==> config.mk <==
export PLATFORM = sky130hd
export DESIGN_NAME = bpu_update_ctrl_flat
export DESIGN_NICKNAME = d
export VERILOG_FILES = /design/src/rtl/bpu_pkg.sv /design/src/rtl/bpu_update_ctrl_if.sv /design/src/rtl/bpu_meta_fifo.sv /design/src/rtl/bpu_update_ctrl.sv /design/src/flat_wrapper.sv
export SDC_FILE = /design/constraint.sdc
export NUM_CORES = 1
export LEC_CHECK = 0
export CAP_MARGIN = 20
export CELL_PAD_IN_SITES_DETAIL_PLACEMENT = 2
export CELL_PAD_IN_SITES_GLOBAL_PLACEMENT = 2
export CORE_UTILIZATION = 36
export DETAILED_ROUTE_END_ITERATION = 12
export PLACE_DENSITY = 0.86
export SLEW_MARGIN = 20
export SYNTH_ARGS = -nofsm -noshare
export SYNTH_HDL_FRONTEND = slang
export SYNTH_SLANG_ARGS = --single-unit
==> constraint.sdc <==
create_clock -name clk -period 2.54 [get_ports clk]
set_clock_uncertainty 0.15 [all_clocks]
set_input_delay 0.508 -clock clk [delete_from_list [all_inputs] [get_ports clk]]
set_output_delay 0.508 -clock clk [all_outputs]
set_load 0.05 [all_outputs]
==> src/rtl/bpu_pkg.sv <==
// Shared predictor definitions: bimodal counter encodings, entry field widths
// and the next-state function used by both this controller and the PS RAM.
package bpu_pkg;

    localparam int STATE_W = 2;

    typedef logic [STATE_W-1:0] pred_state_t;

    localparam pred_state_t PRED_STRONG_NT = 2'b00;
    localparam pred_state_t PRED_WEAK_NT   = 2'b01;
    localparam pred_state_t PRED_WEAK_T    = 2'b10;
    localparam pred_state_t PRED_STRONG_T  = 2'b11;

    // An unpredicted entry restarts at the weak state matching the outcome.
    function automatic pred_state_t bpu_next_state(input logic was_pred,
                                                   input pred_state_t state,
                                                   input logic taken);
        if (!was_pred) return {taken, !taken};
        if (taken) return (state == PRED_STRONG_T) ? PRED_STRONG_T : state + 2'd1;
        return (state == PRED_STRONG_NT) ? PRED_STRONG_NT : state - 2'd1;
    endfunction

endpackage

==> src/rtl/bpu_update_ctrl_if.sv <==
// Fetch-push, resolve-pop and predictor-update signals of bpu_update_ctrl.
interface bpu_update_ctrl_if
    import bpu_pkg::*;
#(
    parameter int PS_SIZE = 8,
    parameter int Q_SIZE  = 2
);
    logic               fch_push;
    logic [PS_SIZE-1:0] fch_ps_addr;
    pred_state_t        fch_pred_state;
    logic               fch_was_pred;
    logic               q_full;
    logic [Q_SIZE:0]    q_count;
    logic               res_valid;
    logic               res_is_branch;
    logic               res_taken;
    logic               res_flush;
    logic               wrb_update_bpu;
    logic               wrb_was_pred;
    pred_state_t        wrb_ps_state;
    logic [PS_SIZE-1:0] wrb_ps_addr;
    logic               wrb_direction;
    logic               q_err;

    modport master (
        output fch_push, fch_ps_addr, fch_pred_state, fch_was_pred,
        output res_valid, res_is_branch, res_taken, res_flush,
        input  q_full, q_count, q_err,
        input  wrb_update_bpu, wrb_was_pred, wrb_ps_state, wrb_ps_addr, wrb_direction
    );

    modport slave (
        input  fch_push, fch_ps_addr, fch_pred_state, fch_was_pred,
        input  res_valid, res_is_branch, res_taken, res_flush,
        output q_full, q_count, q_err,
        output wrb_update_bpu, wrb_was_pred, wrb_ps_state, wrb_ps_addr, wrb_direction
    );
endinterface

==> src/rtl/bpu_meta_fifo.sv <==
// Circular queue of fetch-time prediction metadata with a broadcast
// address-compare port that rewrites the state of every matching entry.
module bpu_meta_fifo
    import bpu_pkg::*;
#(
    parameter int PS_SIZE = 8,
    parameter int Q_SIZE  = 2
) (
    input  logic               clk,
    input  logic               reset,
    input  logic               push,
    input  logic [PS_SIZE-1:0] push_addr,
    input  pred_state_t        push_state,
    input  logic               push_was_pred,
    input  logic               pop,
    input  logic               flush,
    input  logic               fwd_en,
    input  logic [PS_SIZE-1:0] fwd_addr,
    input  pred_state_t        fwd_state,
    output logic [PS_SIZE-1:0] head_addr,
    output pred_state_t        head_state,
    output logic               head_was_pred,
    output logic [Q_SIZE:0]    count,
    output logic               full,
    output logic               empty
);
    localparam int                DEPTH     = 1 << Q_SIZE;
    localparam logic [Q_SIZE:0]   DEPTH_CNT = DEPTH[Q_SIZE:0];
    localparam logic [Q_SIZE-1:0] PTR_ONE   = 1;
    localparam logic [Q_SIZE:0]   CNT_ONE   = 1;

    logic [Q_SIZE-1:0]  head_q, head_d, tail_q, tail_d;
    logic [Q_SIZE:0]    count_q, count_d;
    logic [PS_SIZE-1:0] addr_q  [DEPTH];
    logic [PS_SIZE-1:0] addr_d  [DEPTH];
    pred_state_t        state_q [DEPTH];
    pred_state_t        state_d [DEPTH];
    logic               wp_q    [DEPTH];
    logic               wp_d    [DEPTH];

    // NOTE: every always_comb output gets a default first so no path can infer a latch.
    always_comb begin
        head_d  = head_q;
        tail_d  = tail_q;
        count_d = count_q;
        if (flush) begin
            head_d  = '0;
            tail_d  = '0;
            count_d = '0;
        end else begin
            if (push) tail_d = tail_q + PTR_ONE;
            if (pop)  head_d = head_q + PTR_ONE;
            case ({push, pop})
                2'b10:   count_d = count_q + CNT_ONE;
                2'b01:   count_d = count_q - CNT_ONE;
                default: count_d = count_q;
            endcase
        end
    end

    // Stale slots may also match; their contents are don't-care, so no valid mask is needed.
    always_comb begin
        addr_d  = addr_q;
        state_d = state_q;
        wp_d    = wp_q;
        for (int i = 0; i < DEPTH; i++) begin
            if (push && tail_q == Q_SIZE'(i)) begin
                addr_d[i]  = push_addr;
                state_d[i] = push_state;
                wp_d[i]    = push_was_pred;
            end else if (fwd_en && addr_q[i] == fwd_addr) begin
                state_d[i] = fwd_state;
                wp_d[i]    = 1'b1;
            end
        end
    end

    // NOTE: sequential state uses non-blocking assignments so all flops update together.
    always_ff @(posedge clk or negedge reset) begin
        if (!reset) begin
            head_q  <= '0;
            tail_q  <= '0;
            count_q <= '0;
        end else begin
            head_q  <= head_d;
            tail_q  <= tail_d;
            count_q <= count_d;
        end
    end

    // NOTE: the storage array is deliberately not reset; pointers alone define validity.
    always_ff @(posedge clk) begin
        addr_q  <= addr_d;
        state_q <= state_d;
        wp_q    <= wp_d;
    end

    assign head_addr     = addr_q[head_q];
    assign head_state    = state_q[head_q];
    assign head_was_pred = wp_q[head_q];
    assign count         = count_q;
    assign full          = (count_q == DEPTH_CNT);
    assign empty         = (count_q == '0);

endmodule

==> src/rtl/bpu_update_ctrl.sv <==
// Writeback-side predictor update: pops fetch metadata on resolution, issues the
// registered PS write and forwards in-flight updates into younger entries.
module bpu_update_ctrl
    import bpu_pkg::*;
#(
    parameter int PS_SIZE = 8,
    parameter int Q_SIZE  = 2
) (
    input logic              clk,
    input logic              reset,
    bpu_update_ctrl_if.slave bus
);
    logic [PS_SIZE-1:0] head_addr;
    pred_state_t        head_state;
    logic               head_was_pred;
    logic [Q_SIZE:0]    count;
    logic               full, empty;

    logic               pop, upd, push_acc, fifo_pop;
    pred_state_t        upd_state, wrb_next, push_state;
    logic               push_was_pred;

    logic               upd_q, upd_d, wp_q, wp_d, dir_q, dir_d, err_q, err_d;
    logic [PS_SIZE-1:0] addr_q, addr_d;
    pred_state_t        state_q, state_d;

    always_comb begin
        pop       = bus.res_valid && !empty;
        upd       = pop && bus.res_is_branch;
        upd_state = bpu_next_state(head_was_pred, head_state, bus.res_taken);
        fifo_pop  = pop && !bus.res_flush;
        push_acc  = bus.fch_push && !bus.res_flush && (!full || pop);
        wrb_next  = bpu_next_state(wp_q, state_q, dir_q);

        // The current pop is newer than the update already on the wrb_* bus.
        push_state    = bus.fch_pred_state;
        push_was_pred = bus.fch_was_pred;
        if (upd && bus.fch_ps_addr == head_addr) begin
            push_state    = upd_state;
            push_was_pred = 1'b1;
        end else if (upd_q && bus.fch_ps_addr == addr_q) begin
            push_state    = wrb_next;
            push_was_pred = 1'b1;
        end

        err_d = err_q
              | (bus.fch_push && !bus.res_flush && full && !pop)
              | (bus.res_valid && empty);

        upd_d   = upd;
        addr_d  = addr_q;
        state_d = state_q;
        wp_d    = wp_q;
        dir_d   = dir_q;
        if (upd) begin
            addr_d  = head_addr;
            state_d = head_state;
            wp_d    = head_was_pred;
            dir_d   = bus.res_taken;
        end
    end

    always_ff @(posedge clk or negedge reset) begin
        if (!reset) begin
            upd_q   <= 1'b0;
            addr_q  <= '0;
            state_q <= '0;
            wp_q    <= 1'b0;
            dir_q   <= 1'b0;
            err_q   <= 1'b0;
        end else begin
            upd_q   <= upd_d;
            addr_q  <= addr_d;
            state_q <= state_d;
            wp_q    <= wp_d;
            dir_q   <= dir_d;
            err_q   <= err_d;
        end
    end

    bpu_meta_fifo #(.PS_SIZE(PS_SIZE), .Q_SIZE(Q_SIZE)) u_fifo (
        .clk           (clk),
        .reset         (reset),
        .push          (push_acc),
        .push_addr     (bus.fch_ps_addr),
        .push_state    (push_state),
        .push_was_pred (push_was_pred),
        .pop           (fifo_pop),
        .flush         (bus.res_flush),
        .fwd_en        (upd),
        .fwd_addr      (head_addr),
        .fwd_state     (upd_state),
        .head_addr     (head_addr),
        .head_state    (head_state),
        .head_was_pred (head_was_pred),
        .count         (count),
        .full          (full),
        .empty         (empty)
    );

    assign bus.q_full         = full;
    assign bus.q_count        = count;
    assign bus.q_err          = err_q;
    assign bus.wrb_update_bpu = upd_q;
    assign bus.wrb_ps_addr    = addr_q;
    assign bus.wrb_ps_state   = state_q;
    assign bus.wrb_was_pred   = wp_q;
    assign bus.wrb_direction  = dir_q;

endmodule
==> src/flat_wrapper.sv <==
// flat-port wrapper written by rule: the top's interface ports become plain ports
module bpu_update_ctrl_flat import bpu_pkg::*;
#(
    parameter int PS_SIZE = 8,
    parameter int Q_SIZE  = 2
)
  (clk, reset, bus_fch_push, bus_fch_ps_addr, bus_fch_pred_state, bus_fch_was_pred, bus_res_valid, bus_res_is_branch, bus_res_taken, bus_res_flush, bus_q_full, bus_q_count, bus_q_err, bus_wrb_update_bpu, bus_wrb_was_pred, bus_wrb_ps_state, bus_wrb_ps_addr, bus_wrb_direction);
  bpu_update_ctrl_if #(.PS_SIZE(PS_SIZE), .Q_SIZE(Q_SIZE)) bus_i ();
  input logic clk;
  input logic reset;
  input wire logic [$bits(bus_i.fch_push)-1:0] bus_fch_push;
  input wire logic [$bits(bus_i.fch_ps_addr)-1:0] bus_fch_ps_addr;
  input wire logic [$bits(bus_i.fch_pred_state)-1:0] bus_fch_pred_state;
  input wire logic [$bits(bus_i.fch_was_pred)-1:0] bus_fch_was_pred;
  input wire logic [$bits(bus_i.res_valid)-1:0] bus_res_valid;
  input wire logic [$bits(bus_i.res_is_branch)-1:0] bus_res_is_branch;
  input wire logic [$bits(bus_i.res_taken)-1:0] bus_res_taken;
  input wire logic [$bits(bus_i.res_flush)-1:0] bus_res_flush;
  output wire logic [$bits(bus_i.q_full)-1:0] bus_q_full;
  output wire logic [$bits(bus_i.q_count)-1:0] bus_q_count;
  output wire logic [$bits(bus_i.q_err)-1:0] bus_q_err;
  output wire logic [$bits(bus_i.wrb_update_bpu)-1:0] bus_wrb_update_bpu;
  output wire logic [$bits(bus_i.wrb_was_pred)-1:0] bus_wrb_was_pred;
  output wire logic [$bits(bus_i.wrb_ps_state)-1:0] bus_wrb_ps_state;
  output wire logic [$bits(bus_i.wrb_ps_addr)-1:0] bus_wrb_ps_addr;
  output wire logic [$bits(bus_i.wrb_direction)-1:0] bus_wrb_direction;
  assign bus_i.fch_push = bus_fch_push;
  assign bus_i.fch_ps_addr = bus_fch_ps_addr;
  assign bus_i.fch_pred_state = bus_fch_pred_state;
  assign bus_i.fch_was_pred = bus_fch_was_pred;
  assign bus_i.res_valid = bus_res_valid;
  assign bus_i.res_is_branch = bus_res_is_branch;
  assign bus_i.res_taken = bus_res_taken;
  assign bus_i.res_flush = bus_res_flush;
  assign bus_q_full = bus_i.q_full;
  assign bus_q_count = bus_i.q_count;
  assign bus_q_err = bus_i.q_err;
  assign bus_wrb_update_bpu = bus_i.wrb_update_bpu;
  assign bus_wrb_was_pred = bus_i.wrb_was_pred;
  assign bus_wrb_ps_state = bus_i.wrb_ps_state;
  assign bus_wrb_ps_addr = bus_i.wrb_ps_addr;
  assign bus_wrb_direction = bus_i.wrb_direction;
  bpu_update_ctrl #(.PS_SIZE(PS_SIZE), .Q_SIZE(Q_SIZE)) u_core (.clk(clk), .reset(reset), .bus(bus_i));
endmodule
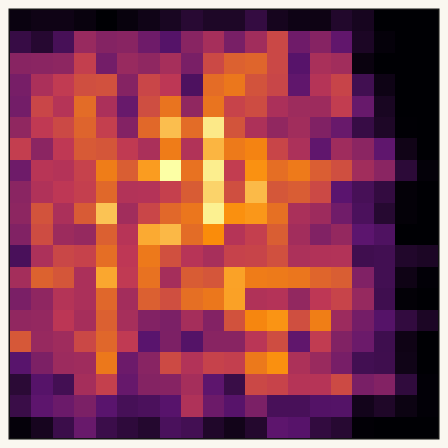
**Above:** run 1 (wiring heat map).
20 x 20 tiles, from black (low) to pale yellow (high), scaled to the fullest tile. Values are wire area over tile area, all layers added.
densest ninth of the die: center
emptiest ninth of the die: north-east
fullest tile: 0.67
nearly empty tiles: 9.0%

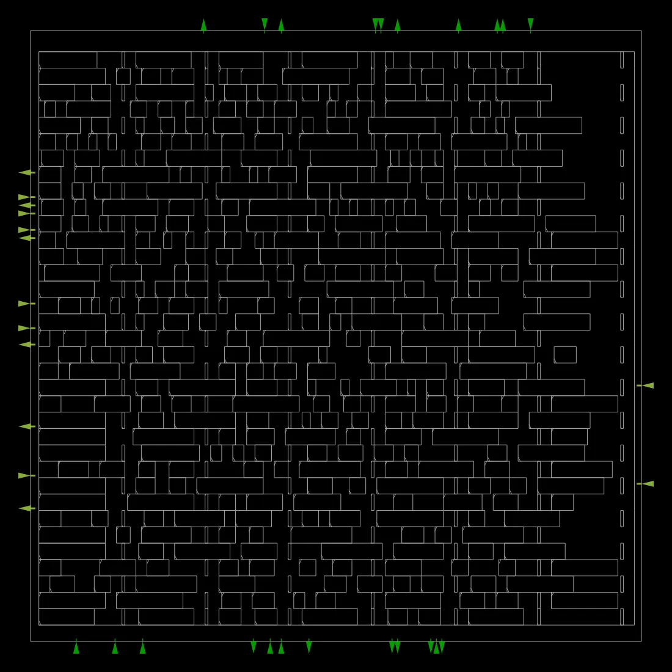
**Above:** run 1 (placement view).
Post-Route Utilization: 0.5653
tally of non-filler cells in the final layout: 502
area inside the core boundary: 9415 um2
fraction of standard cell area that is sequential: 0.3477

==> qor.json, run 1 <==
{
  "outcome": {
    "outcome": "complete, but fails checks",
    "violations_in_the_final_reports": "setup timing"
  },
  "final_timing": {
    "post-route-worst-setup-slack_ns": -0.2723,
    "setup_violations": 24,
    "final_hold_viol_count": 0,
    "timing.fmax_ghz": 0.3556,
    "rsz0062_at_grt": "yes"
  },
  "route": {
    "final_antenna_violating_net_count": 0,
    "route.vias.total": 2833,
    "drtIter0Drc": 176
  },
  "worst_setup_path": {
    "critical_path.cell_chain": "buf_6 > mux4_2 > buf_4 > xnor2_4 > nand4_4 > o31ai_4 > mux2i_1",
    "critical_path_class": "flop to flop",
    "crit_path_max_incr_delay_ns": 0.58,
    "worst_path_max_delay_cell": "mux4_2"
  },
  "logic_synthesis": {
    "synth_top_cell_by_area": "edfxtp_1",
    "synth_chip_area_um2": 3560,
    "syn-instance-count": 267
  },
  "floorplan": {
    "num_io_pins": 36
  },
  "global_route": {
    "grt_pass1_vias": 3150
  },
  "run": {
    "timing.max_cap.violations": 0
  },
  "clocking": {
    "ctsLongestPathBuffers": 2
  }
}
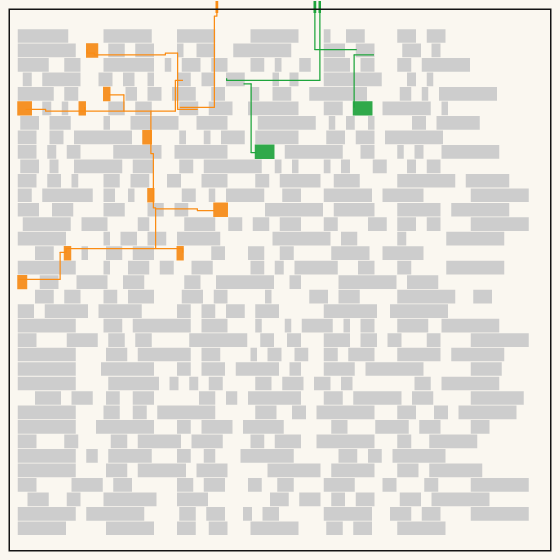
**Above:** run 1 (port wiring).
| port | color | direction | edge | end cells | buffers | wire |
|---|---|---|---|---|---|---|
| bus_fch_pred_state | green | input | north | 2 | 2 | 74.1 um |
| bus_res_flush | orange | input | north | 10 | 2 | 175 um |

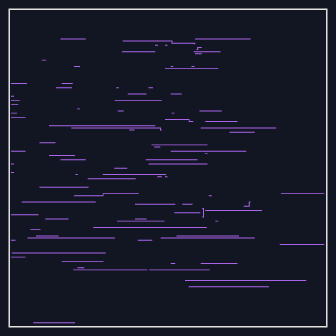
**Above:** run 1 (metal 3).
wire length on this layer: 896 um
main direction: horizontal

==> run 1: repair_timing <==
action	CTS	global route
gates cloned	0	0
endpoints found under the setup margin	24	24
gates resized	40	37
endpoints found under the hold margin	0	0
buffers inserted	5	14
pin swaps	2	8
==> run 1: per-layer routing <==
layer	vias to the layer above	GRT usage
met2	128	0.5447
met4	0	0.1271
met1	1480	0.3800
li1	1175	-
met3	50	0.04900
met5	-	0
==> run 1: logic make-up after synthesis <==
kind of cell             Yosys count  share of synthesized area
AND/OR/NAND/NOR                   53                    0.07838
adder cells (fa/ha/maj)            5                    0.01968
multiplexers                      37                     0.1406
XOR/XNOR                          49                     0.1311
buffers and inverters             27                    0.04218
AND-OR/OR-AND                     31                    0.06925
flip-flops                        65                     0.5188
==> run 1: sequential cells by signal, summed over array words and instances, names as in the netlist <==
register                   cells
u_core.bus.q_err               1
u_core.u_fifo.wp_q             4
u_core.bus.wrb_ps_state        2
u_core.bus.wrb_was_pred        1
u_core.u_fifo.state_q          8
u_core.u_fifo.count            3
u_core.bus.wrb_direction       1
u_core.bus.wrb_update_bpu      1
u_core.u_fifo.head_q           2
u_core.u_fifo.tail_q           2
u_core.u_fifo.addr_q          32
u_core.bus.wrb_ps_addr         8
==> run 1: cell usage in the layout (no fill, tap or decap), types with 4 or more instances in the layout <==
cell type and instances:
clkbuf_8 9, edfxtp_1 44, buf_6 12, xnor2_1 20, nand4_1 5, dfrtp_1 18
o31ai_4 4, xnor2_4 9, bufinv_16 4, inv_1 12, mux2_2 9, o21ai_0 5
nand3_2 4, clkdlybuf4s50_1 33, mux2i_4 4, nand2_1 13, xor2_1 5, nor2_1 9
mux2i_1 12, buf_4 54, nor3_1 5, ha_1 4, xnor2_2 14, mux4_2 9
==> run 1: final cells by class <==
type                    instances  area share
clock buffers                   9     0.02327
inverters                      14     0.01081
well taps                     129     0.03032
multi-input cells             175      0.3846
flip-flops and latches         65      0.3477
clock inverters                 7     0.02680
repair buffers                103      0.1765
==> run 1: per-stage QoR <==
stage / power [mW] / hold WS [ns]
4_1_cts: 5.213 / 0.3661
2_1_floorplan: 2.914 / 0.06241
3_5_place_dp: 3.737 / 0.3380
5_1_grt: 5.852 / 0.4058
3_3_place_gp: 3.615 / 0.3144
6_report: 5.713 / 0.3843
==> run 1: report_power, final <==
group	switching, mW	internal, mW	leakage, nW	total (mW)
Sequential	0.244	1.32	0.655	1.56
Clock	0.508	0.754	0.133	1.26
Combinational	1.65	1.24	1.29	2.89
Total	2.40	3.31	2.08	5.71
==> run 1: worst paths after layout <==
| path | from | to | cells after the start |
|---|---|---|---|
| setup / recovery | u_core.u_fifo.head_q[0] | u_core.u_fifo.state_q[6] | 7 |
| setup reg to reg | u_core.u_fifo.head_q[0] | u_core.u_fifo.state_q[6] | 7 |
| max in group asynchronous | reset | u_core.u_fifo.count[1] | 2 |
| min in group asynchronous | reset | u_core.bus.wrb_ps_addr[1] | 2 |
| hold reg to reg | u_core.bus.q_err | u_core.bus.q_err | 1 |
| hold / removal | u_core.bus.q_err | u_core.bus.q_err | 1 |
==> run 1 -> run 2 <==
- ABC_AREA: not set -> 1
- CORE_UTILIZATION: 36 -> 32
- HOLD_SLACK_MARGIN: not set -> 0.06
- PLACE_DENSITY: 0.86 -> 0.87
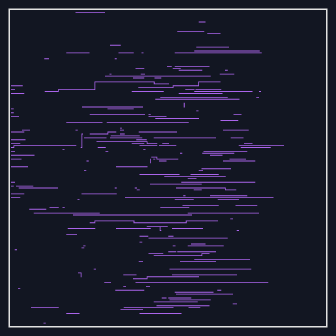
**Above:** run 2 (metal 3).
wire length on this layer: 1,690 um
share of all routed wire: 7.1%
main direction: horizontal
nets with wire on the layer: 116

==> run 2 against run 1 <==
The run still ends with setup timing left. Largest cell class unchanged. Combinational power rose by 17%. Critical endpoint is now u_core.u_fifo.state_q[2]. Die size rose by 20%. Via count grew 52%. Register-to-register slack barely moved. Critical path type unchanged. First-iteration DRC count is 130% higher. Sequential power grew 3%.
==> qor.json, run 2 <==
{
  "outcome": {
    "outcome": "complete, but fails checks",
    "violations_in_the_final_reports": "setup timing"
  },
  "floorplan": {
    "core_region_area": {"value": 11520, "unit": "um2", "change": "+22%"},
    "num_io_pins": {"value": 36, "change": "unchanged"}
  },
  "power": {
    "clockPowerShare": {"value": 0.201, "change": "-0.020"},
    "comb_power_share": {"value": 0.543, "change": "+0.038"}
  },
  "finish": {
    "largest_register_ffs": {"value": 32, "change": "unchanged"},
    "post-route-util": {"value": 0.4819, "change": "-0.08346"},
    "final_common_cell": "nand2_1"
  },
  "worst_setup_path": {
    "r2r-end": "u_core.u_fifo.state_q[2]",
    "critical_path_class": "flop to flop",
    "cp-endpoint": "u_core.u_fifo.state_q[2]"
  },
  "final_timing": {
    "setup_violations": {"value": 25, "change": "+4.2%"},
    "final_hold_viol_count": {"value": 0, "change": "unchanged"},
    "finalHoldWorstSlack": {"value": 0.4038, "unit": "ns", "change": "+0.01953 ns"},
    "post-route-worst-setup-slack": {"value": -0.2632, "unit": "ns", "change": "+0.009110 ns"}
  },
  "global_route": {
    "grt_pass1_vias": {"value": 4692, "change": "+49%"}
  },
  "route": {
    "final_antenna_violating_net_count": {"value": 0, "change": "unchanged"}
  },
  "logic_synthesis": {
    "synth_chip_area": {"value": 3826, "unit": "um2", "change": "+7.5%"}
  },
  "run": {
    "timing.max_cap.violations": {"value": 0, "change": "unchanged"}
  }
}
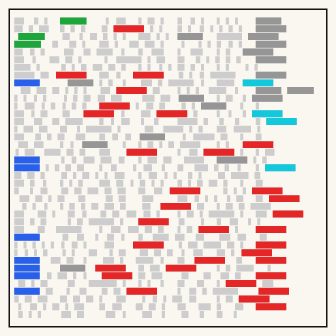
**Above:** run 2 (where the registers sit).
Other sequential cells in the stronger gray, the rest of the logic in the fainter gray.
| netlist name | color | flops |
|---|---|---|
| u_core.u_fifo.wp_q | cyan | 4 |
| u_core.bus.wrb_ps_addr | blue | 8 |
| u_core.u_fifo.addr_q | red | 32 |
| u_core.u_fifo.count | green | 3 |

## run 2: how the worst min path moves through the flow
stage	start	end	depth (start not counted)
floorplan	reset	u_core.bus.q_err	0
global placement	u_core.bus.q_err	u_core.bus.q_err	2
detailed placement	u_core.bus.q_err	u_core.bus.q_err	2
CTS	u_core.bus.q_err	u_core.bus.q_err	2
global route	reset	u_core.bus.wrb_update_bpu	2
finish	reset	u_core.bus.wrb_update_bpu	2
## run 2: area by class of cell
cell class | instances | area [um2]
flip-flops and latches | 65 | 1852
repair buffers | 119 | 1045
multi-input cells | 337 | 2057
clock inverters | 4 | 20.02
well taps | 143 | 178.9
fillers | 1193 | 5967
inverters | 38 | 150.1
clock buffers | 12 | 246.5
## run 2: cell families after synthesis
family,after synthesis,synth area share
AOI/OAI and AO/OA,52,0.07685
xor gates and xnor gates,21,0.05003
adders and majority gates,5,0.01831
buffers and inverters,47,0.05494
DFF,65,0.4827
and+or+nand+nor,259,0.3172
## run 2: routing by layer
metal	vias to the layer above	GRT usage	wire [um]
met1	2187	0.3804	9071
met2	272	0.6063	11440
met4	0	0.1937	1629
met3	109	0.07512	1693
li1	1733	-	-
met5	-	0	0
## run 2: timing repair
item                       CTS  global route
setup buffers                1            14
setup endpoints to repair   22            21
pin swaps                    2            12
gates resized               18            52
## run 2: worst max-delay path, stage by stage, from the launching register on
cell,delay [ns]
dfrtp_2,0.56
clkinv_4,0.16
buf_6,0.18
nand2_1,0.12
nand3_2,0.14
buf_4,0.17
nand3_2,0.08
nand2_1,0.12
nor2_2,0.16
nand2_2,0.09
nor2_4,0.20
nand3_4,0.14
nand3_1,0.18
nand2_1,0.08
## run 2: power by group through the flow
stage	combinational (mW)	clock (mW)	sequential [mW]
after floorplan	1.17	0	1.90
after global placement	2.46	0	1.54
after detailed placement	2.71	0	1.56
after CTS	2.92	1.18	1.57
after global routing	3.47	1.27	1.60
final	3.39	1.25	1.60
## run 2: per-stage QoR
step	total power, mW	instances	cell area [um2]	setup slack [ns]
5_1_grt	6.345	718	5549	-0.2499
4_1_cts	5.676	704	5206	0.004804
6_report	6.237	718	5549	-0.2632
3_5_place_dp	4.270	687	4881	-0.3301
2_1_floorplan	3.065	449	3836	0.01584
3_3_place_gp	4.001	687	4881	-0.1416
==> run 2 -> run 3 <==
- CORE_ASPECT_RATIO: not set -> 2
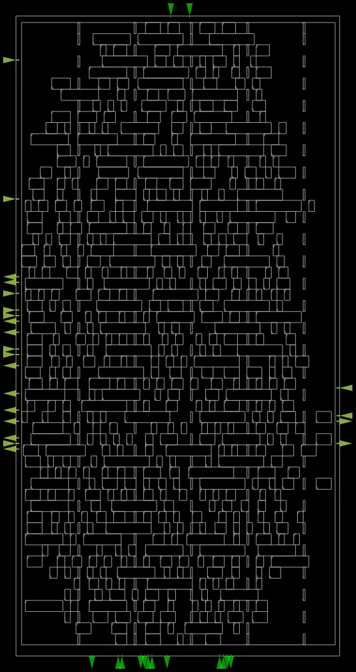
**Above:** run 3 (placement view).
Rows: 56
area inside the core boundary: 11,700 um2
number of fill cells: 1,306

==> run 3 against run 2 <==
The flow now finishes without violations. Synthesized cell count did not move. Sequential cell count unchanged. Critical path depth is 3 lower. Register-to-register slack better by 0.33 ns. Design area fell by 8.5%. Worst hold slack lost 0.023 ns.
==> qor.json, run 3 <==
{
  "finish": {
    "fin_cells": {"value": 693, "change": "-3.5%"},
    "finished_cell_area": {"value": 5080, "unit": "um2", "change": "-8.5%"},
    "largest_register_ffs": {"value": 32, "change": "unchanged"},
    "mostFrequentLayoutCells": "nand2_1, buf_4, edfxtp_1, nand3_1",
    "registers.top_by_ff_count": "u_core.u_fifo.addr_q",
    "post-route-util": {"value": 0.4341, "change": "-0.04772"},
    "insertedDiodeCount": 0,
    "final_common_cell": "nand2_1"
  },
  "global_route": {
    "global_route.peak_usage_layer": "met2",
    "grt_pass1_vias": {"value": 4367, "change": "-6.9%"},
    "antenna_violations_before_repair": 0,
    "grt.met3_usage": {"value": 0.04198, "change": "-0.03314"},
    "grt_util_met1": {"value": 0.2549, "change": "-0.1255"},
    "grt_use_met2": {"value": 0.5575, "change": "-0.04878"},
    "grt.overflow.total": 0
  },
  "route": {
    "drc_violation_count_after_routing": 0,
    "first_pass_iters": 4,
    "wl_um": 16390,
    "final_antenna_violating_net_count": {"value": 0, "change": "unchanged"}
  },
  "logic_synthesis": {
    "synthArstFlopShare": 0.3231,
    "synth.avg_cell_area_um2": 8.522,
    "synth_stat.cells": 449,
    "yosys.cell_count.top_type": "nand2_1",
    "synth_chip_area": {"value": 3826, "unit": "um2", "change": "unchanged"}
  },
  "final_timing": {
    "final_hold_viol_count": {"value": 0, "change": "unchanged"},
    "setup_violations": {"value": 0, "change": "-100%"},
    "totalNegativeSetupSlack_ns": 0,
    "rsz0062_at_grt": "yes",
    "finalCriticalPeriod_ns": 2.476,
    "maxSlewViolCount": 0,
    "post-route-worst-setup-slack": {"value": 0.06448, "unit": "ns", "change": "+0.3277 ns"},
    "finalHoldWorstSlack": {"value": 0.3811, "unit": "ns", "change": "-0.02268 ns"}
  },
  "worst_setup_path": {
    "critical_path_class": "flop to flop",
    "endpoint_kind": "flop"
  },
  "outcome": {
    "outcome": "completed"
  },
  "power": {
    "ir_worst_vdd_v": 0.0005400,
    "power_after_layout": {"value": 5.345, "unit": "mW", "change": "-14%"}
  },
  "clocking": {
    "clkTransAtPathRegs_ns": 0.05,
    "total_cts_buffers": 9,
    "clock.latency.late_pin_ns": 0.34,
    "cts_tree": "yes",
    "ctsLongestPathBuffers": 2
  },
  "placement": {
    "preCtsSetupSlack": {"value": -0.2653, "unit": "ns", "change": "+0.06483 ns"},
    "detailed_place.area": {"value": 4756, "unit": "um2", "change": "-2.6%"},
    "place.detailed.hpwl_um": 12610,
    "placedCellCount": {"value": 677, "change": "-1.5%"}
  },
  "run": {
    "timing.max_cap.violations": {"value": 0, "change": "unchanged"},
    "warning_count": 30
  },
  "floorplan": {
    "die_h_um": 156.6,
    "num_io_pins": {"value": 36, "change": "unchanged"}
  }
}
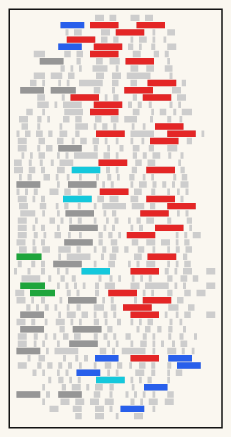
**Above:** run 3 (where the registers sit).
Other sequential cells in the stronger gray, the rest of the logic in the fainter gray.
| netlist name | color | flops |
|---|---|---|
| u_core.bus.wrb_ps_addr | blue | 8 |
| u_core.u_fifo.wp_q | cyan | 4 |
| u_core.u_fifo.count | green | 3 |
| u_core.u_fifo.addr_q | red | 32 |

==> run 3: cell counts after synthesis <==
Identical to the previous run, type by type.
==> run 3: cells by family after synthesis <==
family | synth area share
compound gates | 0.07685
xor+xnor | 0.05003
flops | 0.4827
simple gates | 0.3172
fa+ha+maj | 0.01831
buf+inv | 0.05494
==> run 3: what timing repair did <==
action	4_1_cts	5_1_grt
hold endpoints to repair	0	0
setup buffers	0	0
endpoints found under the setup margin	7	13
gates resized	5	7
==> run 3: final timing paths <==
kind                                          from                       to  depth (start not counted)
min in group clk                  u_core.bus.q_err         u_core.bus.q_err                          2
min                                          reset  u_core.u_fifo.tail_q[0]                          2
min reg2reg                       u_core.bus.q_err         u_core.bus.q_err                          2
max                        u_core.u_fifo.head_q[0]    u_core.u_fifo.wp_q[0]                         10
max reg2reg                u_core.u_fifo.head_q[0]    u_core.u_fifo.wp_q[0]                         10
max in group asynchronous                    reset   u_core.u_fifo.count[1]                          2
==> run 3: cell type report <==
class / instances / area, um2
Fill cell: 1306 / 6621
Sequential cell: 65 / 1852
Multi-Input combinational cell: 337 / 1793
Timing Repair Buffer: 92 / 809.5
Clock buffer: 14 / 284.0
Tap cell: 145 / 181.4
Inverter: 38 / 150.1
Clock inverter: 2 / 10.01
==> run 3: worst max-delay path, stage by stage (launching register included) <==
cell and delay, ns:
dfrtp_2 0.46, buf_8 0.19, nand2_1 0.09, nand3_2 0.13, nand2_4 0.12, xor2_1 0.26
nand3b_1 0.16, nor3_2 0.16, buf_4 0.16, nand2_1 0.11, nand2_1 0.19
==> run 3: layer usage <==
metal | vias to the layer above | wire length (um) | part of all wire
met3 | 63 | 391 | 0.024
li1 | 1686 | - | -
met4 | 0 | 1173 | 0.072
met5 | - | 0 | 0
met2 | 108 | 9639 | 0.59
met1 | 1900 | 5187 | 0.32
==> run 3: power breakdown <==
part | switching (mW) | total (mW) | internal, mW | leakage (nW)
combinational | 1.72 | 2.57 | 0.851 | 1.45
clock | 0.471 | 1.24 | 0.765 | 0.149
sequential | 0.209 | 1.54 | 1.33 | 0.655
Power is estimated from default activity; no workload was simulated.
